$ cat src/rtl/aer_out_sink.sv
// Output-AER receiver: 4-phase REQ/ACK handshake with programmable acknowledge delay,
// first-word-fall-through capture FIFO, saturating event counter and stall/drop/protocol flags.
module aer_out_sink #(
  parameter int AER_WIDTH    = 12,
  parameter int ACK_DELAY    = 6,
  parameter int FIFO_DEPTH   = 16,
  parameter int CNT_WIDTH    = 16,
  parameter int DROP_ON_FULL = 0
) (
  input  logic                 CLK,
  input  logic                 RST_N,
  input  logic [AER_WIDTH-1:0] AEROUT_ADDR,
  input  logic                 AEROUT_REQ,
  output logic                 AEROUT_ACK,
  input  logic                 RD_EN,
  output logic [AER_WIDTH-1:0] RD_DATA,
  output logic                 RD_VALID,
  output logic                 FIFO_FULL,
  output logic [CNT_WIDTH-1:0] EVENT_CNT,
  input  logic                 CLR,
  output logic                 STALL,
  output logic                 OVERFLOW,
  output logic                 PROTO_ERR
);

  localparam int AW = $clog2(FIFO_DEPTH);
  localparam logic [7:0] DLY_LOAD = 8'(ACK_DELAY - 1);

  typedef enum logic [1:0] {IDLE, DELAY, ACK_HI} state_t;

  state_t               r_state, w_state_nxt;
  logic [7:0]           r_dcnt, w_dcnt_nxt;
  logic                 r_ack, w_ack_nxt;
  logic                 w_push, w_drop, w_perr, w_stall;
  logic                 r_stall, r_ovf, r_perr;
  logic [CNT_WIDTH-1:0] r_cnt;
  logic [AW:0]          r_wptr, r_rptr;
  logic [AER_WIDTH-1:0] r_mem [FIFO_DEPTH];
  logic                 w_full, w_empty, w_pop;

  function automatic logic [CNT_WIDTH-1:0] sat_inc(input logic [CNT_WIDTH-1:0] c);
    return (&c) ? c : c + 1'b1;
  endfunction

  // Occupancy comes from registered pointers, so a same-cycle pop never unblocks a push
  assign w_full  = (r_wptr[AW-1:0] == r_rptr[AW-1:0]) && (r_wptr[AW] != r_rptr[AW]);
  assign w_empty = (r_wptr == r_rptr);
  assign w_pop   = RD_EN && !w_empty;

  always_comb begin
    w_state_nxt = r_state;
    w_dcnt_nxt  = r_dcnt;
    w_ack_nxt   = r_ack;
    w_push      = 1'b0;
    w_drop      = 1'b0;
    w_perr      = 1'b0;
    w_stall     = 1'b0;
    case (r_state)
      IDLE: begin
        w_ack_nxt = 1'b0;
        if (AEROUT_REQ) begin
          w_state_nxt = DELAY;
          w_dcnt_nxt  = DLY_LOAD;
        end
      end
      DELAY: begin
        if (!AEROUT_REQ) begin
          w_perr      = 1'b1;
          w_state_nxt = IDLE;
        end else if (r_dcnt != 8'd0) begin
          w_dcnt_nxt = r_dcnt - 8'd1;
        end else if (!w_full) begin
          w_push      = 1'b1;
          w_ack_nxt   = 1'b1;
          w_state_nxt = ACK_HI;
        end else if (DROP_ON_FULL != 0) begin
          w_drop      = 1'b1;
          w_ack_nxt   = 1'b1;
          w_state_nxt = ACK_HI;
        end else begin
          w_stall = 1'b1;
        end
      end
      ACK_HI: begin
        if (!AEROUT_REQ) begin
          w_ack_nxt   = 1'b0;
          w_state_nxt = IDLE;
        end
      end
      default: begin
        w_ack_nxt   = 1'b0;
        w_state_nxt = IDLE;
      end
    endcase
  end

  always_ff @(posedge CLK or negedge RST_N) begin
    if (!RST_N) begin
      r_state <= IDLE;
      r_dcnt  <= 8'd0;
      r_ack   <= 1'b0;
      r_stall <= 1'b0;
    end else begin
      r_state <= w_state_nxt;
      r_dcnt  <= w_dcnt_nxt;
      r_ack   <= w_ack_nxt;
      r_stall <= w_stall;
    end
  end

  // CLR and a push in the same cycle leave the counter at one, not zero
  always_ff @(posedge CLK or negedge RST_N) begin
    if (!RST_N) begin
      r_cnt  <= '0;
      r_ovf  <= 1'b0;
      r_perr <= 1'b0;
    end else begin
      if (w_push)   r_cnt <= CLR ? CNT_WIDTH'(1) : sat_inc(r_cnt);
      else if (CLR) r_cnt <= '0;
      if (w_drop)   r_ovf <= 1'b1;
      else if (CLR) r_ovf <= 1'b0;
      if (w_perr)   r_perr <= 1'b1;
      else if (CLR) r_perr <= 1'b0;
    end
  end

  always_ff @(posedge CLK or negedge RST_N) begin
    if (!RST_N) begin
      r_wptr <= '0;
      r_rptr <= '0;
    end else begin
      if (w_push) r_wptr <= r_wptr + 1'b1;
      if (w_pop)  r_rptr <= r_rptr + 1'b1;
    end
  end

  always_ff @(posedge CLK) begin
    if (w_push) r_mem[r_wptr[AW-1:0]] <= AEROUT_ADDR;
  end

  assign AEROUT_ACK = r_ack;
  assign RD_DATA    = r_mem[r_rptr[AW-1:0]];
  assign RD_VALID   = !w_empty;
  assign FIFO_FULL  = w_full;
  assign EVENT_CNT  = r_cnt;
  assign STALL      = r_stall;
  assign OVERFLOW   = r_ovf;
  assign PROTO_ERR  = r_perr;

endmodule

$ cat config.mk
export PLATFORM = sky130hd
export DESIGN_NAME = aer_out_sink
export DESIGN_NICKNAME = d
export VERILOG_FILES = /design/src/rtl/aer_out_sink.sv
export SDC_FILE = /design/constraint.sdc
export NUM_CORES = 1
export LEC_CHECK = 0
export CAP_MARGIN = 0
export CORE_UTILIZATION = 58
export DETAILED_ROUTE_END_ITERATION = 7
export MAX_ROUTING_LAYER = met4
export PLACE_DENSITY = 0.78
export SLEW_MARGIN = 20
export SYNTH_ARGS = -nofsm -noshare
export SYNTH_HDL_FRONTEND = slang
export SYNTH_SLANG_ARGS = --single-unit
$ cat constraint.sdc
create_clock -name CLK -period 3.49 [get_ports CLK]
set_input_delay 0.698 -clock CLK [delete_from_list [all_inputs] [get_ports CLK]]
set_output_delay 0.698 -clock CLK [all_outputs]
set_load 0.005 [all_outputs]
==> qor.rpt <==
========================================================================
Worst setup startpoint                                         r_rptr[0]
Rel. slew slack                                                   41.84%
Number of top-level pins                                              51
Tap cell count                                                       216
Global-route total usage across every layer                       24.51%
Top cells by area                                           edfxtp_1 61%, mux4_2 14%, dfrtp_1 10%, and3_1 1.2%, xor2_1 1.1%
Registers                                                            231
Number of nets in the layout                                         600
Biggest area consumer among synthesized cells                   edfxtp_1
Leading cell types by count after synthesis                 192 x edfxtp_1, 60 x mux4_2, 39 x dfrtp_1, 18 x and3_1, 16 x nand2_1
Number of global-route vias before repair                           5001
Final hold slack                                               0.3166 ns
Count of max-cap constraint violations                                 0
Average cell area after synthesis                              18.75 um2
Routed WL per cell                                              23.16 um
Met2 global-route usage                                           39.69%
Worst Setup End Kind                                          output pin
Number of buffers between clock root and the deepest sink              3
Critical-path maximum fanout                                          14
Most repeated library cell on the critical path                   mux4_2
Dpl ws                                                         0.5183 ns
First-pass GRT wire length                                      28720 um
Synth Area in XOR/XNOR                                            1.772%
Total detailed-routing wirelength                               18670 um
Crit-path cells                                             buf_6, mux4_2, mux4_2, clkdlybuf4s50_1
Die H                                                           129.3 um
Commonest non-fill, non-tap cell in the layout                  edfxtp_1
Number of combinational gates with multiple inputs                   235
Setup TNS                                                           0 ns
Cell family with the largest share of critical-path delay   multiplexers
DRC errors left                                                        0
First-pass DRT Iterations                                              4
Nets at Floorplan                                                    525
Full die area                                                  16710 um2
Top cell area share                                               61.38%
Int Pwr                                                          5557 uW
Result of the run                                           complete, no violations
Detailed-routing wirelength on met1                              7712 um
Global Route met1 Usage                                           33.53%
Crit. path cell count                                                  4
Static Leakage                                               0.003828 uW
DP Wirelength                                                   11560 um
Clock network fraction of total power                              30.6%
Reg power frac                                                     42.4%
Biggest consumer                                               registers
========================================================================
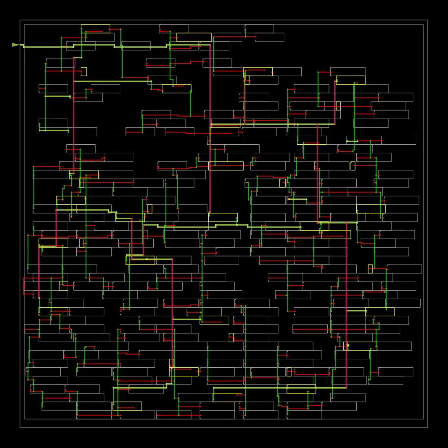
**Above:** clock wiring as the flow saved it.
clock buffers: 25
sink count of the clock tree: 231
CTS Buf Count: 23
power in the clock group: 2300 uW
worst setup skew after layout: 0.008063 ns

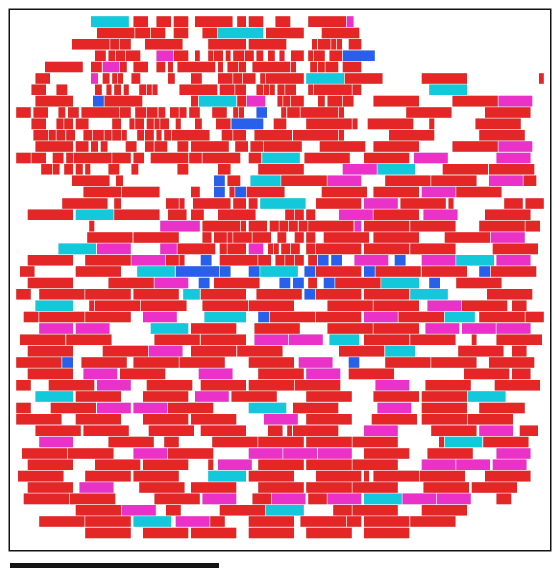
**Above:** cells by drive strength.
Bar = 50 um.
| size | color | cells | share |
|---|---|---|---|
| x2 | magenta | 69 | 12% |
| x6 and larger | cyan | 31 | 5.3% |
| x3 and x4 | blue | 26 | 4.4% |
| x1 and smaller | red | 464 | 79% |
post-layout instance area: 11040 um2
least setup slack across all paths after layout: 0.1174 ns
count of plain and timing-repair buffers: 77

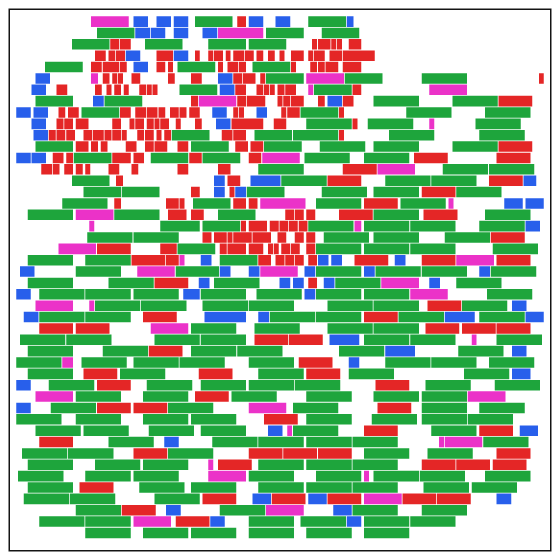
**Above:** cells colored by class.
| class | color | cells | share of their area |
|---|---|---|---|
| clock drivers and dummy loads | magenta | 39 | 6.4% |
| registers | green | 231 | 63% |
| remaining logic cells | red | 243 | 24% |
| remaining buffers and delay cells | blue | 77 | 7.3% |
core region area: 15830 um2
share of cell area taken by flip-flops and latches: 61.09%
post-layout util: 69.77%

Power figures rest on the tool's default switching activity, not on a simulated workload.
